**src/rtl/serial_adder_pkg.sv**
```systemverilog
// Shared state encoding and default counter width for the bit-serial adder.
package serial_adder_pkg;

  typedef enum logic {
    IDLE = 1'b0,
    CALC = 1'b1
  } state_t;

  localparam int CNT_W_DEF = 5;

endpackage

```
**src/rtl/serial_adder_if.sv**
```systemverilog
// Operand/request and result bundle; the requester drives the master side.
interface serial_adder_if #(
  parameter int WIDTH = 8
);

  logic             start;
  logic [WIDTH-1:0] op_a;
  logic [WIDTH-1:0] op_b;
  logic             cin;
  logic             busy;
  logic             done;
  logic [WIDTH-1:0] sum;
  logic             cout;

  modport master (
    output start, op_a, op_b, cin,
    input  busy, done, sum, cout
  );

  modport slave (
    input  start, op_a, op_b, cin,
    output busy, done, sum, cout
  );

endinterface

```
**src/rtl/full_adder.sv**
```systemverilog
// One-bit full adder; purely combinational, count is the carry-out.
module full_adder (
  input  logic in_1,
  input  logic in_2,
  input  logic cin,
  output logic sum,
  output logic count
);

  assign sum   = in_1 ^ in_2 ^ cin;
  assign count = (in_1 & in_2) | (cin & (in_1 ^ in_2));

endmodule

```
**src/rtl/serial_adder.sv**
```systemverilog
// Bit-serial adder: one bit pair per cycle, result + done pulse WIDTH cycles after start.
// No backpressure; start is only honoured in IDLE and is dropped while busy.
module serial_adder
  import serial_adder_pkg::*;
#(
  parameter int WIDTH = 8,
  parameter int CNT_W = CNT_W_DEF
) (
  input logic            sys_clk,
  input logic            sys_rst_n,
  serial_adder_if.slave  bus
);

  state_t             state_q, state_d;
  logic [WIDTH-1:0]   a_sh, a_sh_d;
  logic [WIDTH-1:0]   b_sh, b_sh_d;
  logic [WIDTH-1:0]   sum_sh, sum_sh_d;
  logic               carry_reg, carry_d;
  logic [CNT_W-1:0]   bit_cnt, bit_cnt_d;
  logic [WIDTH-1:0]   sum_q, sum_d;
  logic               cout_q, cout_d;
  logic               done_q, done_d;
  logic               fa_sum;
  logic               fa_count;

  full_adder full_adder_inst (
    .in_1  (a_sh[0]),
    .in_2  (b_sh[0]),
    .cin   (carry_reg),
    .sum   (fa_sum),
    .count (fa_count)
  );

  always_comb begin
    state_d   = state_q;
    a_sh_d    = a_sh;
    b_sh_d    = b_sh;
    sum_sh_d  = sum_sh;
    carry_d   = carry_reg;
    bit_cnt_d = bit_cnt;
    sum_d     = sum_q;
    cout_d    = cout_q;
    done_d    = 1'b0;
    case (state_q)
      IDLE: begin
        if (bus.start) begin
          a_sh_d    = bus.op_a;
          b_sh_d    = bus.op_b;
          carry_d   = bus.cin;
          bit_cnt_d = '0;
          sum_sh_d  = '0;
          state_d   = CALC;
        end
      end
      CALC: begin
        a_sh_d    = {1'b0, a_sh[WIDTH-1:1]};
        b_sh_d    = {1'b0, b_sh[WIDTH-1:1]};
        sum_sh_d  = {fa_sum, sum_sh[WIDTH-1:1]};
        carry_d   = fa_count;
        bit_cnt_d = bit_cnt + CNT_W'(1);
        // Last bit pair is consumed on the same edge that publishes the result.
        if (bit_cnt == CNT_W'(WIDTH - 1)) begin
          sum_d   = {fa_sum, sum_sh[WIDTH-1:1]};
          cout_d  = fa_count;
          done_d  = 1'b1;
          state_d = IDLE;
        end
      end
    endcase
  end

  always_ff @(posedge sys_clk or negedge sys_rst_n) begin
    if (!sys_rst_n) begin
      state_q   <= IDLE;
      a_sh      <= '0;
      b_sh      <= '0;
      sum_sh    <= '0;
      carry_reg <= 1'b0;
      bit_cnt   <= '0;
      sum_q     <= '0;
      cout_q    <= 1'b0;
      done_q    <= 1'b0;
    end else begin
      state_q   <= state_d;
      a_sh      <= a_sh_d;
      b_sh      <= b_sh_d;
      sum_sh    <= sum_sh_d;
      carry_reg <= carry_d;
      bit_cnt   <= bit_cnt_d;
      sum_q     <= sum_d;
      cout_q    <= cout_d;
      done_q    <= done_d;
    end
  end

  assign bus.busy = (state_q == CALC);
  assign bus.done = done_q;
  assign bus.sum  = sum_q;
  assign bus.cout = cout_q;

endmodule

```
**src/flat_wrapper.sv**
```systemverilog
// flat-port wrapper written by rule: the top's interface ports become plain ports
module serial_adder_flat import serial_adder_pkg::*;
#(
  parameter int WIDTH = 8,
  parameter int CNT_W = CNT_W_DEF
)
  (sys_clk, sys_rst_n, bus_start, bus_op_a, bus_op_b, bus_cin, bus_busy, bus_done, bus_sum, bus_cout);
  serial_adder_if #(.WIDTH(WIDTH)) bus_i ();
  input logic sys_clk;
  input logic sys_rst_n;
  input wire logic [$bits(bus_i.start)-1:0] bus_start;
  input wire logic [$bits(bus_i.op_a)-1:0] bus_op_a;
  input wire logic [$bits(bus_i.op_b)-1:0] bus_op_b;
  input wire logic [$bits(bus_i.cin)-1:0] bus_cin;
  output wire logic [$bits(bus_i.busy)-1:0] bus_busy;
  output wire logic [$bits(bus_i.done)-1:0] bus_done;
  output wire logic [$bits(bus_i.sum)-1:0] bus_sum;
  output wire logic [$bits(bus_i.cout)-1:0] bus_cout;
  assign bus_i.start = bus_start;
  assign bus_i.op_a = bus_op_a;
  assign bus_i.op_b = bus_op_b;
  assign bus_i.cin = bus_cin;
  assign bus_busy = bus_i.busy;
  assign bus_done = bus_i.done;
  assign bus_sum = bus_i.sum;
  assign bus_cout = bus_i.cout;
  serial_adder #(.WIDTH(WIDTH), .CNT_W(CNT_W)) u_core (.sys_clk(sys_clk), .sys_rst_n(sys_rst_n), .bus(bus_i));
endmodule
```
**config.mk**
```make
export PLATFORM = sky130hd
export DESIGN_NAME = serial_adder_flat
export DESIGN_NICKNAME = d
export VERILOG_FILES = /design/src/rtl/serial_adder_pkg.sv /design/src/rtl/serial_adder_if.sv /design/src/rtl/full_adder.sv /design/src/rtl/serial_adder.sv /design/src/flat_wrapper.sv
export SDC_FILE = /design/constraint.sdc
export NUM_CORES = 1
export LEC_CHECK = 0
export ABC_AREA = 1
export CAP_MARGIN = 30
export CORE_ASPECT_RATIO = 0.7
export CORE_MARGIN = 1
export CORE_UTILIZATION = 48
export CTS_CLUSTER_SIZE = 14
export DETAILED_ROUTE_END_ITERATION = 12
export PLACE_DENSITY_LB_ADDON = 0.1
export SLEW_MARGIN = 25
export SYNTH_ARGS = -nofsm -noshare
export SYNTH_HDL_FRONTEND = slang
export SYNTH_SLANG_ARGS = --single-unit
export TNS_END_PERCENT = 10
```
**constraint.sdc**
```tcl
create_clock -name sys_clk -period 2.4 [get_ports sys_clk]
set_clock_uncertainty 0.05 [all_clocks]
set_input_delay 0.48 -clock sys_clk [delete_from_list [all_inputs] [get_ports sys_clk]]
set_output_delay 0.48 -clock sys_clk [all_outputs]
set_load 0.005 [all_outputs]
```
==> images/layer_met1.png <==
Scale bar: 20 µm.
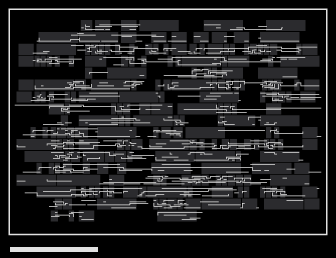
longest straight run	23.0 µm
wire length on this layer	1,590 µm
nets with wire on the layer	215
final WL: 3310 µm
met1 usage: 0.2661

==> images/layer_met2.png <==
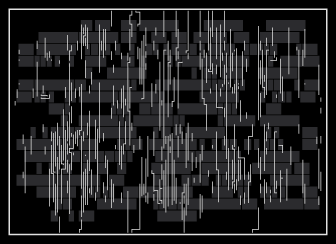
wire length on this layer	1,490 µm
nets with wire on the layer	185
main direction	vertical
longest straight run	22.4 µm
share of all routed wire	45%
vias: 1,343
M2 GR Usage: 0.3333

==> images/layer_met3.png <==
Scale bar: 20 µm.
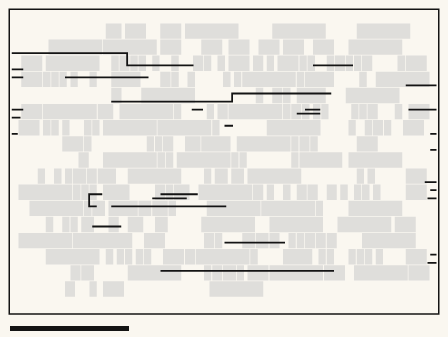
wire length on this layer	202 µm
main direction	horizontal
nets with wire on the layer	24
share of all routed wire	6.1%
longest straight run	29.0 µm
met3 global-route usage: 0.07692

==> images/flops_by_reg.png <==
Other sequential cells in the stronger grey, the rest of the logic in the fainter grey.
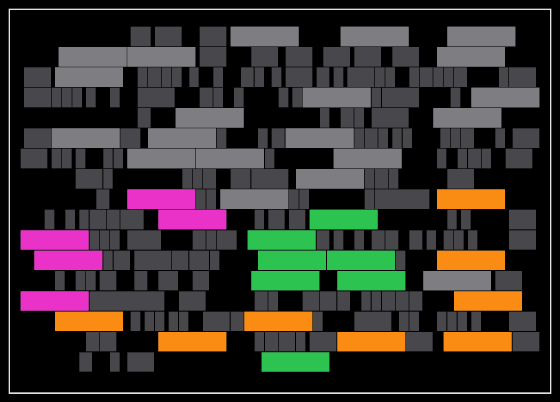
colour	signal	flops
magenta	u_core.bit_cnt	5
green	u_core.sum_sh	7
orange	u_core.bus.sum	8
not coloured	20
sequential cell area: 1001 µm²
Seq power: 1.08 mW
fin util: 0.6623

==> images/placement.png <==
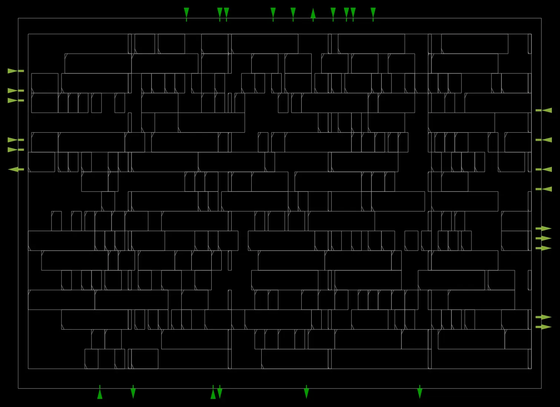
Filler cells: 266
Layout Cells excl Fill: 269
sequential share of cell area: 0.4706
registers: 40

==> deck_impl_summary.md <==
Implementation Results

Status
  – Status: finished, final reports clean

Logic synthesis
  – Cell taking the most area after synthesis: dfrtp_1
  – Yosys Instances: 185
  – Synth Instances: roughly 190
  – Simple-Gate Fraction of Synth Area: 0.2810
  – Floorplan Nets: ~210
  – Synthesis Warnings: 0
  – Synth Area in Compound Gates: 0.04532
  – Main logic family: simple AND/OR/NAND/NOR gates

Clock network
  – CTS Root Cell: clkbuf_8
  – H-tree Lvls: 2
  – Sink Count: 40

Routing
  – Routed WL per cell: ~12 µm
  – DR top layer: met4
  – DRC: 0
  – Iteration-0 DRC Markers: 52

Critical path
  – WP data arrival: 1380 ps
  – Cell family with most CP delay: buffers and inverters
  – Bufs and invs on worst path: 1
  – Slowest CP cell: clkdlybuf4s50_1
  – Reg2Reg Capture Point: u_core.sum_sh[4]
  – Critical Path Sink Type: output pin

Die
  – Die area: 3694 µm²
  – Core outline area: 3212 µm²
  – I/O Pins: 31

Final timing
  – Min cycle time layout: 1906 ps
  – Tcrit/Tclk final: 0.7944
  – Unrepaired setup endpoints after global routing: no

Job
  – Max-capacitance violation count: 0

Place
  – PortBufs: 30
  – Routability Congestion: roughly 0.75

Layout
  – Cell class ranked first by area: registers
  – Antenna cells: 0

Global routing
  – Total gr overflow: 0
## worst min path at each step
stage	endpoint	from	cells past startpoint	slack (ps)
2_1_floorplan	u_core.a_sh[0]	sys_rst_n	0	130
3_3_place_gp	u_core.bus.sum[5]	u_core.bus.sum[5]	2	400
3_5_place_dp	u_core.bus.sum[7]	u_core.bus.sum[7]	2	410
4_1_cts	u_core.a_sh[1]	sys_rst_n	1	270
5_1_grt	u_core.b_sh[5]	sys_rst_n	1	60
6_report	u_core.bit_cnt[3]	sys_rst_n	1	50
## worst reg2reg max path, cell delays in order (launching register included)
cell     delay, ps
dfrtp_1        480
buf_4          240
nor2_1         110
buf_4          260
inv_1          150
o22ai_1        150
## report_power, final
part | internal, mW | switching, mW
registers | 0.911 | 0.168
clock network | 0.229 | 0.232
logic | 0.354 | 0.365
total | 1.49 | 0.765
Power is estimated from default activity; no workload was simulated.
